**config.mk**
```make
export PLATFORM = sky130hd
export DESIGN_NAME = pin_pattern_sequencer_flat
export DESIGN_NICKNAME = d
export VERILOG_FILES = /design/src/rtl/pin_pattern_sequencer_if.sv /design/src/rtl/pin_pattern_sequencer.sv /design/src/flat_wrapper.sv
export SDC_FILE = /design/constraint.sdc
export NUM_CORES = 1
export LEC_CHECK = 0
export CORE_UTILIZATION = 40
export DETAILED_ROUTE_END_ITERATION = 7
export GPL_TIMING_DRIVEN = 0
export PLACE_DENSITY = 0.66
export SYNTH_ARGS = -nofsm -noshare
export SYNTH_HDL_FRONTEND = slang
export SYNTH_SLANG_ARGS = --single-unit
```
**constraint.sdc**
```tcl
create_clock -name pclk -period 2.8 [get_ports pclk]
set_clock_uncertainty 0.1 [all_clocks]
set_input_delay 0.7 -clock pclk [delete_from_list [all_inputs] [get_ports pclk]]
set_output_delay 0.7 -clock pclk [all_outputs]
set_load 0.005 [all_outputs]
```
**src/rtl/pin_pattern_sequencer_if.sv**
```systemverilog
// Pin-pattern sequencer bus: user controls in, pin pattern and status out.
// The master side drives the controls; the slave side is the sequencer.
interface pin_pattern_sequencer_if #(
   parameter int WIDTH = 110
);
   logic             step_req;
   logic             auto_en;
   logic             hold;
   logic [WIDTH-1:0] D;
   logic [2:0]       mode;
   logic             tick;

   modport master (
      output step_req,
      output auto_en,
      output hold,
      input  D,
      input  mode,
      input  tick
   );

   modport slave (
      input  step_req,
      input  auto_en,
      input  hold,
      output D,
      output mode,
      output tick
   );
endinterface

```
**src/rtl/pin_pattern_sequencer.sv**
```systemverilog
// Pin-test pattern sequencer: one WIDTH-bit pattern register advanced once per
// prescaled tick, with six pattern modes selected by a user step or automatically
// after EPOCH ticks. The pattern drives the I/O bank pins directly.
module pin_pattern_sequencer #(
   parameter int WIDTH     = 110,
   parameter int LOG2DELAY = 22,
   parameter int EPOCH     = 64
) (
   input logic                    pclk,
   input logic                    rst,
   pin_pattern_sequencer_if.slave bus
);

   localparam int EPOCH_W = (EPOCH > 1) ? $clog2(EPOCH) : 1;
   localparam logic [EPOCH_W-1:0] EPOCH_LAST = EPOCH_W'(EPOCH - 1);

   typedef enum logic [2:0] {
      MODE_OFF     = 3'd0,
      MODE_ALL_ON  = 3'd1,
      MODE_WALK    = 3'd2,
      MODE_CA      = 3'd3,
      MODE_GRAY    = 3'd4,
      MODE_CHECKER = 3'd5
   } mode_e;

   mode_e                mode_q;
   mode_e                mode_d;
   logic [WIDTH-1:0]     pattern_q;
   logic [WIDTH-1:0]     pattern_d;
   logic [WIDTH-1:0]     gray_q;
   logic [WIDTH-1:0]     gray_d;
   logic [LOG2DELAY-1:0] presc_q;
   logic [EPOCH_W-1:0]   epoch_q;
   logic                 step_prev_q;
   logic                 tick_q;

   logic step_edge;
   logic tick_event;
   logic auto_trig;
   logic mode_valid;
   logic advance;

   // Pattern loaded when a mode is entered.
   function automatic logic [WIDTH-1:0] seed_of(input mode_e m);
      logic [WIDTH-1:0] s;
      s = '0;
      case (m)
         MODE_ALL_ON:       s = '1;
         MODE_WALK,
         MODE_CA:           s = WIDTH'(1);
         MODE_CHECKER: begin
            for (int i = 0; i < WIDTH; i += 2) s[i] = 1'b1;
         end
         default:           s = '0;
      endcase
      return s;
   endfunction

   // One generation of the circular cellular automaton:
   // next[i] = r[i+1] ^ (r[i] | r[i-1]), indices wrapping around the bank.
   function automatic logic [WIDTH-1:0] ca_step(input logic [WIDTH-1:0] r);
      logic [WIDTH-1:0] n;
      n = '0;
      for (int i = 0; i < WIDTH; i++) begin
         n[i] = r[(i + 1) % WIDTH] ^ (r[i] | r[(i + WIDTH - 1) % WIDTH]);
      end
      return n;
   endfunction

   // Mode register (FSM state).
   // NOTE: sequential state uses non-blocking assignments so every register samples pre-edge values.
   always_ff @(posedge pclk) begin
      if (rst) mode_q <= MODE_OFF;
      else     mode_q <= mode_d;
   end

   // Event detection and next mode: a step edge, an auto trigger or an illegal code advances.
   // NOTE: every combinational output gets a default first so no latch is inferred.
   always_comb begin
      step_edge  = bus.step_req && !step_prev_q;
      tick_event = !bus.hold && (presc_q == '1);
      auto_trig  = tick_event && bus.auto_en && (epoch_q == EPOCH_LAST);
      mode_valid = (mode_q <= MODE_CHECKER);
      advance    = step_edge || auto_trig || !mode_valid;
      mode_d     = mode_q;
      if (advance) begin
         mode_d = (mode_q >= MODE_CHECKER) ? MODE_OFF : mode_e'(mode_q + 3'd1);
      end
   end

   // Next pattern: seed of the new mode on advance, otherwise the per-tick update.
   always_comb begin
      pattern_d = pattern_q;
      gray_d    = gray_q;
      if (advance) begin
         pattern_d = seed_of(mode_d);
         gray_d    = '0;
      end else if (tick_event) begin
         case (mode_q)
            MODE_WALK:    pattern_d = {pattern_q[WIDTH-2:0], pattern_q[WIDTH-1]};
            MODE_CA:      pattern_d = ca_step(pattern_q);
            MODE_GRAY: begin
               gray_d    = gray_q + WIDTH'(1);
               pattern_d = gray_d ^ (gray_d >> 1);
            end
            MODE_CHECKER: pattern_d = ~pattern_q;
            default:      pattern_d = pattern_q;
         endcase
      end
   end

   // Datapath registers: pattern, gray counter, prescaler, epoch count, step history, tick pulse.
   always_ff @(posedge pclk) begin
      if (rst) begin
         pattern_q   <= '0;
         gray_q      <= '0;
         presc_q     <= '0;
         epoch_q     <= '0;
         step_prev_q <= 1'b0;
         tick_q      <= 1'b0;
      end else begin
         pattern_q   <= pattern_d;
         gray_q      <= gray_d;
         step_prev_q <= bus.step_req;
         // An advance edge shows a seed, not a tick-updated pattern.
         tick_q      <= tick_event && !advance;
         if (advance) begin
            presc_q <= '0;
            epoch_q <= '0;
         end else begin
            // Wraps from all-ones to zero on the tick edge.
            if (!bus.hold) presc_q <= presc_q + LOG2DELAY'(1);
            if (tick_event && (epoch_q != EPOCH_LAST)) epoch_q <= epoch_q + EPOCH_W'(1);
         end
      end
   end

   assign bus.D    = pattern_q;
   assign bus.mode = mode_q;
   assign bus.tick = tick_q;

endmodule

```
**src/flat_wrapper.sv**
```systemverilog
// flat-port wrapper written by rule: the top's interface ports become plain ports
module pin_pattern_sequencer_flat 
#(
   parameter int WIDTH     = 110,
   parameter int LOG2DELAY = 22,
   parameter int EPOCH     = 64
)
  (pclk, rst, bus_step_req, bus_auto_en, bus_hold, bus_D, bus_mode, bus_tick);
  pin_pattern_sequencer_if #(.WIDTH(WIDTH)) bus_i ();
  input logic pclk;
  input logic rst;
  input wire logic [$bits(bus_i.step_req)-1:0] bus_step_req;
  input wire logic [$bits(bus_i.auto_en)-1:0] bus_auto_en;
  input wire logic [$bits(bus_i.hold)-1:0] bus_hold;
  output wire logic [$bits(bus_i.D)-1:0] bus_D;
  output wire logic [$bits(bus_i.mode)-1:0] bus_mode;
  output wire logic [$bits(bus_i.tick)-1:0] bus_tick;
  assign bus_i.step_req = bus_step_req;
  assign bus_i.auto_en = bus_auto_en;
  assign bus_i.hold = bus_hold;
  assign bus_D = bus_i.D;
  assign bus_mode = bus_i.mode;
  assign bus_tick = bus_i.tick;
  pin_pattern_sequencer #(.WIDTH(WIDTH), .LOG2DELAY(LOG2DELAY), .EPOCH(EPOCH)) u_core (.pclk(pclk), .rst(rst), .bus(bus_i));
endmodule
```
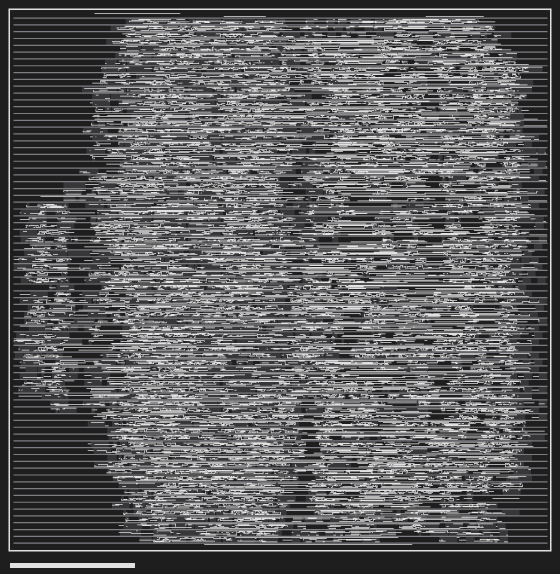
Fig. 1. M1 wires.
Bar = 50 um. Supply wires on this layer in gray. Cells faint in the background.
share of all routed wire: 36%
main direction: horizontal
nets with wire on the layer: 2784
longest straight run: 101 um
final routed wirelength across all metal layers: 102 mm
via count: 24100
GRT met1 Usage: 49.3%

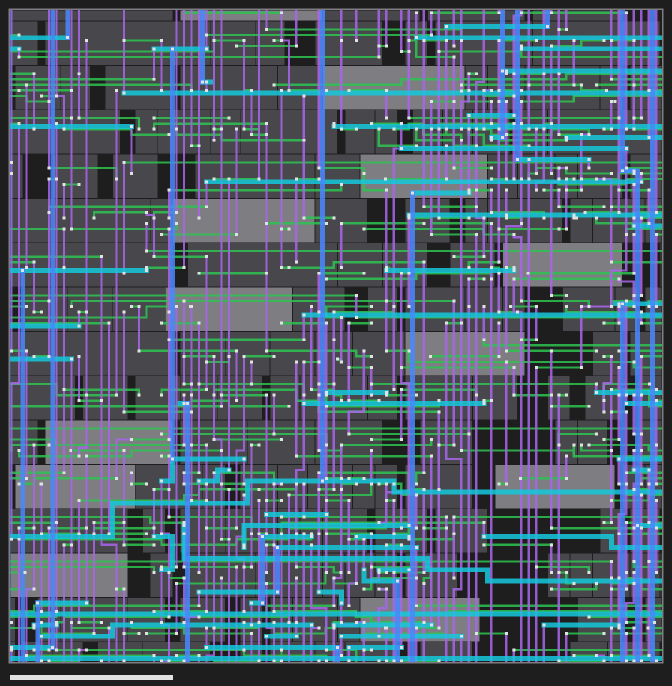
Fig. 2. Close-up of the layout.
Bar = 10 um. Window x 88 to 128, y 45 to 85 um. Cells in gray, sequential cells in the stronger gray; small squares are vias.
legend:
  green:
    layer: metal 1
  cyan:
    layer: metal 3
  blue:
    layer: metal 4
  purple:
    layer: metal 2
cells with their middle in the window: 143
sequential cells in the window: 11
netlist names of flops here include: u_core.gray_q (6), u_core.bus.D (2), u_core.bus.mode (2)
most frequent: buf_4 (24), nand2_1 (13), nor2_1 (13)

==> impl_metrics.xml <==
<?xml version="1.0" encoding="UTF-8"?>
<metrics>
  <group name="final_layout">
    <metric name="antenna_cell_count" unit="">0</metric>
    <metric name="layout.cells.non_filler" unit="">3554</metric>
    <metric name="fraction_of_layout_instances_using_a_drive_strength_above_1" unit="%">33.3</metric>
  </group>
  <group name="timing">
    <metric name="fin_hold_viols" unit="">0</metric>
    <metric name="max_clock_freq" unit="MHz">314</metric>
    <metric name="finalCritPeriodShare" unit="%">114</metric>
    <metric name="timing.final.setup_violations" unit="">98</metric>
    <metric name="finalCriticalPeriod" unit="ns">3.19</metric>
    <metric name="layout_setup_ws" unit="ns">-0.388</metric>
    <metric name="max_slew.worst_pin.slew" unit="ns">1.15</metric>
    <metric name="setup-tns-final" unit="ns">-14.21</metric>
  </group>
  <group name="floorplanning">
    <metric name="chipArea" unit="um^2">46400</metric>
    <metric name="die_h" unit="um">215</metric>
    <metric name="fp_util" unit="%">40.8</metric>
  </group>
  <group name="synthesis">
    <metric name="ys_sh_adder" unit="%">0.618</metric>
    <metric name="synthesis.area" unit="um^2">18200</metric>
    <metric name="yosys-stat-area" unit="um^2">18200</metric>
    <metric name="yosys_warnings" unit="">0</metric>
    <metric name="postSynthRegisterBits" unit="">253</metric>
    <metric name="synth_cells" unit="">2527</metric>
    <metric name="ys_dominant_reg_cell" unit="">sky130_fd_sc_hd__dfxtp_1</metric>
    <metric name="edf_count" unit="">0</metric>
    <metric name="synth.logic.top_family" unit="">simple AND/OR/NAND/NOR gates</metric>
    <metric name="xor_xnor_cell_area_share_of_the_yosys_netlist" unit="%">13.8</metric>
  </group>
  <group name="placed_design">
    <metric name="port_buffers" unit="">118</metric>
    <metric name="gp_routability_congestion" unit="">1.02</metric>
    <metric name="dpl_hpwl" unit="mm">62.9</metric>
  </group>
  <group name="worst_setup_path">
    <metric name="endpoint_kind" unit="">flip-flop</metric>
    <metric name="worst-endpoint-required" unit="ns">3.15</metric>
    <metric name="slowest_delay" unit="ns">0.39</metric>
    <metric name="timing.critical_path.mode_cell" unit="">sky130_fd_sc_hd__buf_6</metric>
    <metric name="ws_path_type" unit="">reg -&gt; reg</metric>
    <metric name="setup.worst_path.start_class" unit="">flip-flop</metric>
    <metric name="worstPathBufferInverterCount" unit="">6</metric>
    <metric name="worst-endpoint-arrival" unit="ns">3.53</metric>
    <metric name="critPathTopFamily" unit="">simple AND/OR/NAND/NOR gates</metric>
  </group>
  <group name="power">
    <metric name="power_switching" unit="W">0.00290</metric>
    <metric name="p_int" unit="W">0.00688</metric>
    <metric name="share_seq_of_total_power" unit="%">40.8</metric>
  </group>
  <group name="run">
    <metric name="tool_warnings" unit="">31</metric>
  </group>
  <group name="clocking">
    <metric name="clock_tree_from_tritoncts" unit="">done</metric>
    <metric name="cts_hold_buffers" unit="">0</metric>
    <metric name="clock_sinks" unit="">253</metric>
    <metric name="cts.htree.levels" unit="">2</metric>
    <metric name="clk_path_buf_depth" unit="">3</metric>
    <metric name="clk_pin_slew" unit="ns">0.06</metric>
    <metric name="clock_tree.root_cell" unit="">sky130_fd_sc_hd__clkbuf_16</metric>
  </group>
  <group name="hold_path">
    <metric name="min_path_type" unit="">reg -&gt; reg</metric>
  </group>
  <group name="run_status">
    <metric name="outcome" unit="">finished with violations</metric>
    <metric name="failed_checks" unit="">setup timing</metric>
  </group>
  <group name="global_routing">
    <metric name="initial_antenna_violation_count" unit="">0</metric>
    <metric name="grt_util_all_layers" unit="%">38.5</metric>
  </group>
  <group name="detailed_routing">
    <metric name="detail-route-antenna-nets" unit="">0</metric>
    <metric name="wl_met2" unit="mm">43.2</metric>
    <metric name="first_pass_iters" unit="">8</metric>
    <metric name="met3_length" unit="mm">13.4</metric>
  </group>
</metrics>
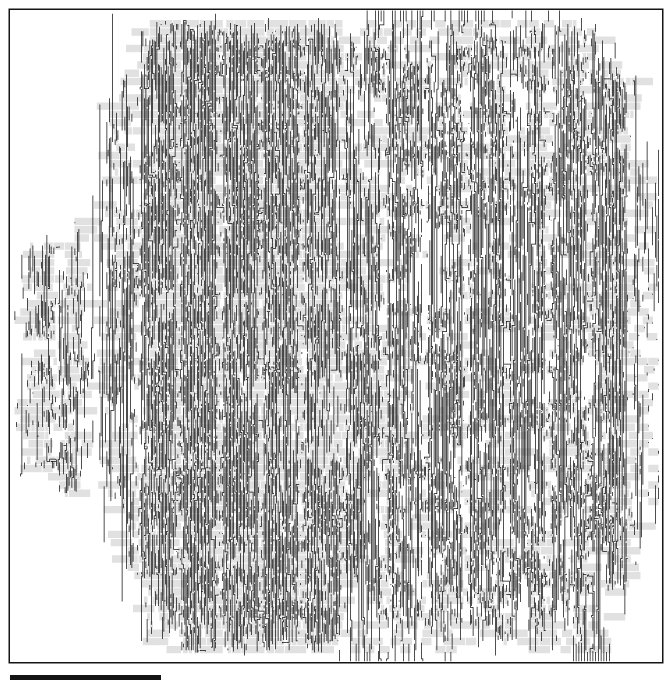
Fig. 3. Metal 2.
Bar = 50 um. Cells faint in the background.
nets with wire on the layer: 2553
main direction: vertical
longest straight run: 88.9 um
share of all routed wire: 42%
met2 track demand over resource in global routing: 57.8%

[registers in the layout, summed over array words and instances (netlist names)]
name,flops
u_core.epoch_q,6
u_core.step_prev_q,1
u_core.gray_q,110
u_core.bus.tick,1
u_core.presc_q,22
u_core.bus.mode,3
u_core.bus.D,110
[through the flow]
stage                     area [um^2]  hold WS, ns  util, %
after CTS                       25000        0.401     55.9
after detailed placement        20100        0.394     45.2
after floorplan                 18200        0.358        -
after global placement          20100        0.377     45.2
after global routing            27900        0.426     62.5
final                           27900        0.402     62.5
[what timing repair did]
action	4_1_cts	5_1_grt
gates cloned	1	2
resized	595	443
buffers inserted	149	137
endpoints found under the setup margin	252	164
pin swaps	179	243
[final timing paths]
kind / start / to / slack, ns / depth (start not counted)
max reg2reg: u_core.gray_q[14] / u_core.bus.D[63] / -0.39 / 14
max: u_core.gray_q[14] / u_core.bus.D[63] / -0.39 / 14
min: u_core.presc_q[16] / u_core.presc_q[16] / 0.40 / 2
min reg2reg: u_core.presc_q[16] / u_core.presc_q[16] / 0.40 / 2
[cells by family (layout without fill, tap and decap cells)]
group / after synthesis / count (layout)
xor gates and xnor gates: 282 / 282
DFF: 253 / 253
adders and majority gates: 9 / 9
and+or+nand+nor: 989 / 990
muxes: 4 / 4
buffers and inverters: 253 / 687
AOI/OAI and AO/OA: 737 / 737
[worst reg2reg max path: cells and delay by family (launching register included)]
family                 cells  cell delay [ns]
AND-OR/OR-AND              1             0.11
XOR/XNOR                   2             0.58
buffers and inverters      6             0.77
flip-flops                 1             0.32
AND/OR/NAND/NOR            5             1.18
[per-layer routing]
layer  GRT usage, %  vias to the layer above
li1               -                     9978
met1           49.3                    11400
met2           57.8                     2140
met3           11.2                      588
met4           21.4                        0
met5              0                        -
[layout make-up]
type	count	area (um^2)
fill	3454	16700
inverter	38	146
clock inverter	11	86.3
timing repair buffer	401	3620
tap	592	741
multi-input combinational	2022	15800
buffer	188	1280
clock buffer	49	1030
sequential	253	5170
[power groups by stage]
stage	registers, W	clock network, W	logic, W
after floorplan	0.00398	0	0.000531
after global placement	0.00406	0	0.00102
after detailed placement	0.00406	0	0.00103
after CTS	0.00398	0.00453	0.00110
after global routing	0.00401	0.00470	0.00127
final	0.00400	0.00458	0.00121
[synthesized netlist by cell type, drive strengths merged, types with 11 or more instances]
cell type,instances,area [um^2]
a2111oi,37,338
a211o,11,96.3
a211oi,93,698
a21oi,177,886
a31oi,29,181
and3,17,106
and4,14,123
buf,66,309
clkbuf,149,563
dfxtp,253,5060
inv,37,139
nand2,146,551
nand3,71,390
nand4,88,584
nor2,408,1530
nor3,104,536
nor4,58,500
o211ai,56,420
o21ai,248,1240
o221ai,24,210
o22ai,13,81.3
or3,39,244
xnor2,133,1160
xor2,146,1280
Power and IR drop assume default switching activity.
